==> src/rtl/synth_voice_master.sv <==
// synth_voice_master: turns note-on/off events into KEY/FREQ register writes on an Avalon-MM slave.
// Latency: free-voice note-on 2 writes (ready again 4 cycles after accept); retrigger/steal 3 writes (5); note-off 1 write (3).
// Backpressure: EVT_READY low from accept until the last write completes; AVM_WAITREQUEST stretches the current write.
// Optional feature: define VOICE_STEAL_EN to steal a busy voice round-robin instead of dropping the event.
module synth_voice_master #(
  parameter int NUM_VOICES = 8,
  parameter int KEY_BASE   = 32,
  parameter int FREQ_BASE  = 40
) (
  input  logic        CLK,
  input  logic        RESET_N,
  input  logic        EVT_VALID,
  output logic        EVT_READY,
  input  logic        EVT_ON,
  input  logic [6:0]  EVT_NOTE,
  output logic [5:0]  AVM_ADDR,
  output logic [3:0]  AVM_BYTE_EN,
  output logic        AVM_WRITE,
  output logic        AVM_CS,
  output logic [31:0] AVM_WRITEDATA,
  input  logic        AVM_WAITREQUEST,
  output logic [7:0]  VOICES_ACTIVE,
  output logic [7:0]  DROP_CNT
);

  localparam logic [5:0] KEY_BASE_A  = 6'(KEY_BASE);
  localparam logic [5:0] FREQ_BASE_A = 6'(FREQ_BASE);

  typedef enum logic [2:0] {IDLE, LOOKUP, WR_KOFF, WR_FREQ, WR_KEY} state_t;

  state_t      state_q;
  logic        rdy_q;
  logic        evt_on_q;
  logic [6:0]  evt_note_q;
  logic [2:0]  voice_q;
  logic [7:0]  active_q;
  logic [6:0]  note_q [8];
  logic [7:0]  drop_q;
  logic        wr_q;
  logic [5:0]  addr_q;
  logic [31:0] data_q;

  logic        match_hit, free_hit;
  logic [2:0]  match_idx, free_idx, sel_voice_d;
  logic [5:0]  kaddr_d, faddr_d;

`ifdef VOICE_STEAL_EN
  logic [2:0]  steal_ptr_q, steal_ptr_d;

  // Round-robin steal pointer wraps at the last implemented voice
  always_comb begin
    steal_ptr_d = (steal_ptr_q == 3'(NUM_VOICES - 1)) ? 3'd0 : steal_ptr_q + 3'd1;
  end
`endif

  // Voice search: lowest-index active voice holding the latched note, lowest-index free voice
  always_comb begin
    match_hit = 1'b0;
    match_idx = '0;
    free_hit  = 1'b0;
    free_idx  = '0;
    for (int i = NUM_VOICES - 1; i >= 0; i--) begin
      if (active_q[i] && (note_q[i] == evt_note_q)) begin
        match_hit = 1'b1;
        match_idx = 3'(i);
      end
      if (!active_q[i]) begin
        free_hit = 1'b1;
        free_idx = 3'(i);
      end
    end
  end

  // Voice chosen in LOOKUP and the first write address for it
  always_comb begin
    if (match_hit) begin
      sel_voice_d = match_idx;
    end else if (free_hit) begin
      sel_voice_d = free_idx;
    end else begin
`ifdef VOICE_STEAL_EN
      sel_voice_d = steal_ptr_q;
`else
      sel_voice_d = free_idx;
`endif
    end
    kaddr_d = KEY_BASE_A + {3'b000, sel_voice_d};
    faddr_d = FREQ_BASE_A + {3'b000, sel_voice_d};
  end

  // Control FSM: event handshake, voice table update and registered Avalon write outputs
  always_ff @(posedge CLK or negedge RESET_N) begin
    if (!RESET_N) begin
      state_q    <= IDLE;
      rdy_q      <= 1'b0;
      evt_on_q   <= 1'b0;
      evt_note_q <= '0;
      voice_q    <= '0;
      active_q   <= '0;
      for (int i = 0; i < 8; i++) note_q[i] <= '0;
      drop_q     <= '0;
      wr_q       <= 1'b0;
      addr_q     <= '0;
      data_q     <= '0;
`ifdef VOICE_STEAL_EN
      steal_ptr_q <= '0;
`endif
    end else begin
      case (state_q)
        IDLE: begin
          if (EVT_VALID && rdy_q) begin
            evt_on_q   <= EVT_ON;
            evt_note_q <= EVT_NOTE;
            rdy_q      <= 1'b0;
            state_q    <= LOOKUP;
          end else begin
            rdy_q <= 1'b1;
          end
        end

        LOOKUP: begin
          if (evt_on_q) begin
            if (match_hit) begin
              // Retrigger: key off first so the voice restarts cleanly
              voice_q               <= sel_voice_d;
              active_q[sel_voice_d] <= 1'b1;
              note_q[sel_voice_d]   <= evt_note_q;
              wr_q    <= 1'b1;
              addr_q  <= kaddr_d;
              data_q  <= '0;
              state_q <= WR_KOFF;
            end else if (free_hit) begin
              voice_q               <= sel_voice_d;
              active_q[sel_voice_d] <= 1'b1;
              note_q[sel_voice_d]   <= evt_note_q;
              wr_q    <= 1'b1;
              addr_q  <= faddr_d;
              data_q  <= {25'b0, evt_note_q};
              state_q <= WR_FREQ;
            end else begin
`ifdef VOICE_STEAL_EN
              voice_q               <= sel_voice_d;
              active_q[sel_voice_d] <= 1'b1;
              note_q[sel_voice_d]   <= evt_note_q;
              steal_ptr_q <= steal_ptr_d;
              wr_q    <= 1'b1;
              addr_q  <= kaddr_d;
              data_q  <= '0;
              state_q <= WR_KOFF;
`else
              if (drop_q != 8'hFF) drop_q <= drop_q + 8'd1;
              rdy_q   <= 1'b1;
              state_q <= IDLE;
`endif
            end
          end else if (match_hit) begin
            voice_q               <= sel_voice_d;
            active_q[sel_voice_d] <= 1'b0;
            wr_q    <= 1'b1;
            addr_q  <= kaddr_d;
            data_q  <= '0;
            state_q <= WR_KEY;
          end else begin
            // Note-off for a note nobody plays: silently ignored
            rdy_q   <= 1'b1;
            state_q <= IDLE;
          end
        end

        WR_KOFF: begin
          if (!AVM_WAITREQUEST) begin
            addr_q  <= FREQ_BASE_A + {3'b000, voice_q};
            data_q  <= {25'b0, evt_note_q};
            state_q <= WR_FREQ;
          end
        end

        WR_FREQ: begin
          if (!AVM_WAITREQUEST) begin
            addr_q  <= KEY_BASE_A + {3'b000, voice_q};
            data_q  <= {31'b0, evt_on_q};
            state_q <= WR_KEY;
          end
        end

        WR_KEY: begin
          if (!AVM_WAITREQUEST) begin
            wr_q    <= 1'b0;
            rdy_q   <= 1'b1;
            state_q <= IDLE;
          end
        end

        default: begin
          wr_q    <= 1'b0;
          state_q <= IDLE;
        end
      endcase
    end
  end

  assign EVT_READY     = rdy_q;
  assign AVM_WRITE     = wr_q;
  assign AVM_CS        = wr_q;
  assign AVM_BYTE_EN   = {4{wr_q}};
  assign AVM_ADDR      = addr_q;
  assign AVM_WRITEDATA = data_q;
  assign VOICES_ACTIVE = active_q;
  assign DROP_CNT      = drop_q;

endmodule

==> config.mk <==
export PLATFORM = sky130hd
export DESIGN_NAME = synth_voice_master
export DESIGN_NICKNAME = d
export VERILOG_FILES = /design/src/rtl/synth_voice_master.sv
export SDC_FILE = /design/constraint.sdc
export NUM_CORES = 1
export LEC_CHECK = 0
export CORE_ASPECT_RATIO = 1.2
export CORE_MARGIN = 10
export CORE_UTILIZATION = 35
export DETAILED_ROUTE_END_ITERATION = 7
export SYNTH_ARGS = -nofsm -noshare
export SYNTH_HDL_FRONTEND = slang
export SYNTH_SLANG_ARGS = --single-unit
==> constraint.sdc <==
create_clock -name CLK -period 3.19 [get_ports CLK]
set_input_delay 0.319 -clock CLK [delete_from_list [all_inputs] [get_ports CLK]]
set_output_delay 0.319 -clock CLK [all_outputs]
set_load 0.02 [all_outputs]
run_1/sizes.png
Scale bar: 50 um.
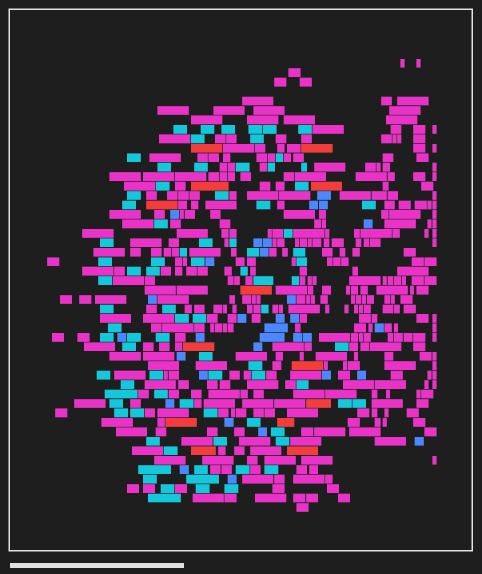
- blue: _3 and _4 cells (cells 32; share 6.0%)
- red: _6 and larger (cells 13; share 2.4%)
- cyan: _2 cells (cells 84; share 16%)
- magenta: _0 and _1 cells (cells 403; share 76%)
nonclk buf count: 75
Syn-to-layout area delta: 18.23%
Final WS setup: 157.9 ps
Final Cell Area: 6321 um2

run_1/clocks.png
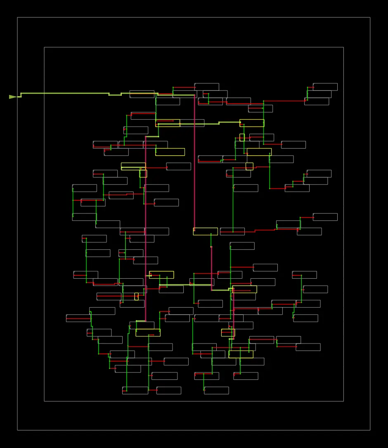
clk_skew: 6.016 ps
Latency at later pin: 350 ps

run_1/layer_met2.png
Cells faint in the background.
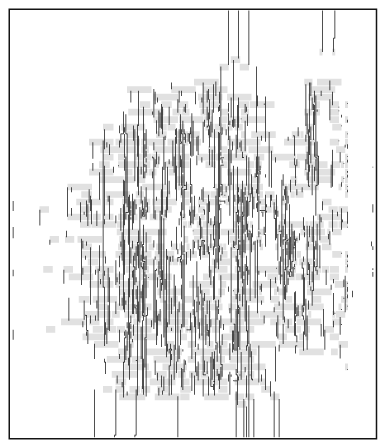
- main direction: vertical
- longest straight run: 53.2 um
vias post-DR: 3,653
met2 Resource Use GR: 19.09%
final WL: 12.52 mm

run 1: sequential cells by signal, indices dropped and copies added (netlist names), named ones only:
register       flops
AVM_CS             1
state_q            3
voice_q            3
DROP_CNT           8
note_q            56
evt_on_q           1
AVM_WRITEDATA      7
evt_note_q         7
AVM_ADDR           5
EVT_READY          1
run 1: power breakdown:
group	switching, mW	internal [mW]
clock network	0.460	0.624
logic	1.20	1.13
registers	0.366	1.60
total	2.03	3.35
run 1: final cells by class:
class	count	area share (%)
Clock buffer	11	3.840
Sequential cell	100	39.67
Timing Repair Buffer	75	11.12
Multi-Input combinational cell	338	40.30
Inverter	4	0.2375
Clock inverter	4	0.7918
Tap cell	204	4.038
run 1: worst min-delay path by stage:
| stage | slack, ps | depth (start not counted) | to |
|---|---|---|---|
| 6_report | 480 | 1 | AVM_ADDR[3] |
| 5_1_grt | 500 | 1 | AVM_ADDR[3] |
| 4_1_cts | 490 | 1 | AVM_ADDR[3] |
| 3_5_place_dp | 370 | 1 | AVM_ADDR[2] |
| 3_3_place_gp | 360 | 1 | AVM_ADDR[2] |
| 2_1_floorplan | 20 | 0 | AVM_ADDR[0] |
run 1: stage by stage:
stage | hold WS [ps] | power (mW) | instance area, um2 | cells
3_5_place_dp | 369.2 | 4.314 | 6003 | 720
6_report | 482.0 | 5.381 | 6321 | 736
4_1_cts | 488.4 | 5.423 | 6306 | 736
5_1_grt | 503.2 | 5.735 | 6321 | 736
2_1_floorplan | 23.41 | 3.615 | 5440 | 498
3_3_place_gp | 361.2 | 4.266 | 6003 | 720
run 1: timing repair:
| action | in CTS | in global routing |
|---|---|---|
| buffers inserted | 0 | 0 |
| hold buffers | 1 | 0 |
| endpoints found under the setup margin | 0 | 27 |
| hold endpoints to repair | 10 | 0 |
| gates resized | 0 | 6 |
run 1: per-layer routing:
| metal | global-route usage [%] | part of all wire (%) | vias to the layer above |
|---|---|---|---|
| met5 | 0 | 0 | - |
| met4 | 4.302 | 1.4 | 0 |
| met3 | 3.705 | 7.0 | 13 |
| met2 | 19.09 | 45 | 96 |
| met1 | 15.75 | 46 | 1827 |
| li1 | - | - | 1717 |
run 1: layout by cell type (no fill, tap or decap), types with 2 or more instances in the layout:
cell type,instances
a21boi_0,2
a31oi_1,3
o31ai_1,2
nor2_1,21
xnor2_1,48
nor3_1,7
inv_1,4
a21o_1,4
nand3_1,7
nand2_1,21
or2_2,7
a22o_1,7
or3_1,2
xor2_1,16
and4_1,2
conb_1,26
nand2b_1,7
and2_1,4
dfrtp_2,4
clkdlybuf4s50_1,45
nand3b_1,2
or4_1,2
mux2i_1,3
o32a_1,2
a21bo_2,2
nand4b_1,2
o21ai_0,9
mux2_2,66
nor4_1,4
nand4_1,23
a21oi_1,6
and3_1,2
nor2b_1,6
buf_12,2
clkinvlp_4,2
o21a_1,3
dfrtp_1,96
clkbuf_16,9
o22ai_1,4
buf_4,27
run 1: cell families after synthesis:
kind of cell	Yosys count	synth area share [%]
simple gates	124	12.94
flops	100	46.81
mux	70	14.67
xor+xnor	64	10.48
buf+inv	60	7.489
compound gates	53	7.302
fa+ha+maj	1	0.2340
other cells	1	0.07014
==> metrics.yaml, run 1 <==
status:
  outcome: "finished, final reports clean"
yosys:
  ys_top_cells_by_count: "dfrtp_1, mux2_2, xnor2_1"
  yosys_warnings: 0
  ff_type: "dfrtp_1"
  synth_area_leader_cell: "dfrtp_1"
  edf_count: 0
  numSynthFlops: 100
  syn_avg_cell_area_um2: 11.30
  top_cells_by_area: "dfrtp_1, mux2_2, xnor2_1"
  top_cell: "dfrtp_1"
  ys_seq_share_pct: 46.81
  synth_area_um2: 5346
  yosys.cell_types.count: 54
  ys_cells: 473
  top_cell_area_share_pct: 46.81
  yosysChipArea_um2: 5346
  syn_inst: 473
  postSynth.asyncResetShare_pct: 100.0
worst_setup_path:
  worstPathRequired_ps: 3420
  crit_top_cell: "nor4_1"
  critical-path-top-delay-family: "simple AND/OR/NAND/NOR gates"
  reg2regPathDepth: 8
  crit_type: "flop to flop"
  path_depth: 8
  path_cells: "xor2_1 > nor4_1 > and4_1 > or4_1 > nor4_1 > a211o_2 > nor3b_4 > mux2_2"
  worstReg2RegStart: "evt_note_q[0]"
  path_max_fanout: 9
  max_stage_delay_ps: 630
  r2r_slack_ps: 160
  critPathSlowestCell: "or4_1"
  endpoint_kind: "flop"
  cp.arrival_ps: 3270
final_layout:
  antennaDiodeCount: 0
  fin_nets: 541
  utilization_pct: 42.08
  logic_area_um2: 2547
placement:
  io_buffers: 46
  dpl.hpwl_mm: 9.284
global_route:
  antenna_found_initial: 0
  grt_start_max_net_pins: 59
  grt_pass1_vias: 3765
  grt_pass1_wl_mm: 20.44
drt:
  first_pass_iters: 4
  avgRoutedWirePerCell_um: 17.00
  drc: 0
  drtIter0Drc: 238
  viasPerCell: 4.963
power:
  vdd_ir_drop_max_mv: 0.2733
  powerDensity_nw_per_um2: 851.4
  leakage_nw: 2.806
floorplanning:
  fp.dieW_um: 132.8
  fp.dieH_um: 155.4
  io_pins: 73
  die_area_um2: 20640
  core_um2: 15020
timing:
  setup_tns_ps: 0
  fin_crit_ps: 3032
  tightest_slew_ps: 713.2
  slew_violations: 0
  finalHoldViolations: 0
  finalSetupViolCount: 0
  period_used_pct: 95.05
  timing.slew.headroom_pct: 52.08
  fmax_mhz: 329.8
  rsz0062_at_grt: "no"
clock_tree:
  path_clk_slew_ps: 60
  htree_levels: 3
  cts-buffers-inserted: 9
  clock_sinks: 100
  clockBufferDepth: 2
  cts-root-buf: "clkbuf_16"
hold_path:
  holdCritStartpoint: "AVM_ADDR[3]"
  hp-class: "flop to flop"
==> run 1 -> run 2 <==
- CAP_MARGIN: default -> 10
- HOLD_SLACK_MARGIN: default -> 0.02
- SLEW_MARGIN: default -> 0
run_2/layer_met2.png
Cells faint in the background.
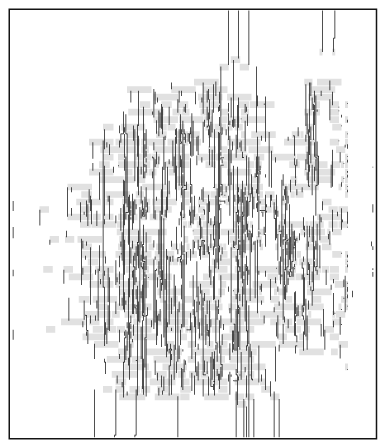
- main direction: vertical
- wire length on this layer: 5,670 um
- longest straight run: 53.2 um
- share of all routed wire: 45%
- nets with wire on the layer: 485

==> metrics.yaml, run 2 <==
timing:
  period_used_pct: 95.05
  setup_slack_ps: 157.9
  setup_tns_ps: 0
  tightest_slew_ps: 713.2
  rsz0062_at_grt: "no"
  finalSetupViolCount: 0
  fmax_mhz: 329.8
  slew_violations: 0
  finalHoldViolations: 0
power:
  powerDensity_nw_per_um2: 851.4
  leakage_nw: 2.806
  finalPower_mw: 5.381
yosys:
  xor_area_share_pct: 10.48
  top_cell: "dfrtp_1"
  ff_type: "dfrtp_1"
  muxShareOfSynthArea_pct: 14.67
  top_cells_by_area: "dfrtp_1, mux2_2, xnor2_1"
  yosysChipArea_um2: 5346
  synth_area_um2: 5346
  postSynth.asyncResetShare_pct: 100.0
  yosys.area_share.adder_pct: 0.2340
  simple_gate_area_share_pct: 12.94
  synth_area_leader_cell: "dfrtp_1"
  numSynthFlops: 100
  aoi_share_pct: 7.302
  syn_inst: 473
  ys_top_cells_by_count: "dfrtp_1, mux2_2, xnor2_1"
global_route:
  grt_start_max_net_pins: 59
  grt_pass1_vias: 3765
  grt_pass1_wl_mm: 20.44
drt:
  vias: 3653
  routed_wl_mm: 12.52
  viasPerCell: 4.963
  drtIter0Drc: 238
final_layout:
  lay_top_count: "dfrtp_1"
  antennaDiodeCount: 0
  largest-register: "note_q"
  fin_nets: 541
  largest_reg_flops: 56
worst_setup_path:
  path_cells: "xor2_1 > nor4_1 > and4_1 > or4_1 > nor4_1 > a211o_2 > nor3b_4 > mux2_2"
  worstPathRequired_ps: 3420
  crit_type: "flop to flop"
  path_depth: 8
  reg2regPathDepth: 8
  path_max_fanout: 9
  critPathSlowestCell: "or4_1"
  crit_top_cell: "nor4_1"
  r2r_slack_ps: 160
  cp.arrival_ps: 3270
  max_stage_delay_ps: 630
  critical-path-top-delay-family: "simple AND/OR/NAND/NOR gates"
placement:
  dpl.hpwl_mm: 9.284
  io_buffers: 46
floorplanning:
  core_um2: 15020
  io_pins: 73
  die_area_um2: 20640
clock_tree:
  cts-root-buf: "clkbuf_16"
  clockBufferDepth: 2
  path_clk_slew_ps: 60
status:
  outcome: "finished, final reports clean"
run_2/clocks.png
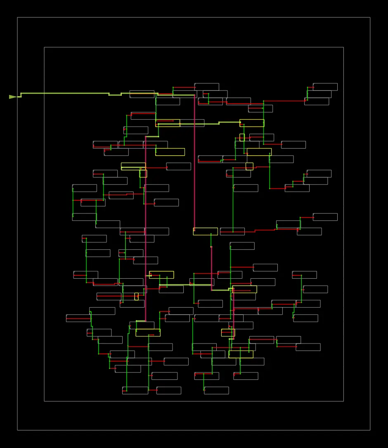
flip-flops: 100
Sink Count: 100

-- run 2: cell counts in the layout (fill, tap and decap cells not counted) --
Identical to the previous run, type by type.
-- run 2: cells by family after synthesis --
kind of cell             count (synthesis)
buffers and inverters                   60
AND-OR/OR-AND                           53
flip-flops                             100
AND/OR/NAND/NOR                        124
other                                    1
adder cells (fa/ha/maj)                  1
XOR/XNOR                                64
multiplexers                            70
-- run 2: timing repair --
item	4_1_cts	5_1_grt
setup buffers	0	0
resized	0	6
hold buffers	1	0
setup endpoints to repair	0	27
hold endpoints to repair	42	0
-- run 2: where the power goes --
part	internal [mW]	leakage [nW]	switching [mW]	total [mW]
sequential	1.60	1.31	0.366	1.97
clock	0.624	0.138	0.460	1.08
combinational	1.13	1.36	1.20	2.33
-- run 2: per-layer routing --
metal / up-vias / GRT usage, % / part of all wire, %
met3: 13 / 3.705 / 7.0
met5: - / 0 / 0
met1: 1827 / 15.75 / 46
met2: 96 / 19.09 / 45
met4: 0 / 4.302 / 1.4
li1: 1717 / - / -
-- run 2: area by class of cell --
cell class	instances	area, um2	area share [%]
clock buffers	11	242.7	3.840
clock inverters	4	50.05	0.7918
inverters	4	15.01	0.2375
multi-input cells	338	2547	40.30
flip-flops and latches	100	2507	39.67
well taps	204	255.2	4.038
repair buffers	75	703.2	11.12
-- run 2: worst register-to-register path: stages, from the launching register on --
cell	delay, ps
dfrtp_2	470
xor2_1	210
nor4_1	100
and4_1	180
or4_1	630
nor4_1	290
a211o_2	210
nor3b_4	440
mux2_2	390
-- run 2: worst min path at each step --
stage | startpoint | to | slack, ps
floorplan | RESET_N | AVM_ADDR[0] | 20
finish | AVM_ADDR[3] | AVM_ADDR[3] | 480
global route | AVM_ADDR[3] | AVM_ADDR[3] | 500
global placement | RESET_N | AVM_ADDR[2] | 360
CTS | AVM_ADDR[3] | AVM_ADDR[3] | 490
detailed placement | RESET_N | AVM_ADDR[2] | 370
-- run 2: metrics by stage --
step                      instances  hold slack (ps)  util (%)  cell area [um2]
after floorplan                 498            23.41         -             5440
after global placement          720            361.2     39.97             6003
after detailed placement        720            369.2     39.97             6003
after CTS                       736            488.4     41.98             6306
after global routing            736            503.2     42.08             6321
final                           736            482.0     42.08             6321
Power and IR drop assume default switching activity.
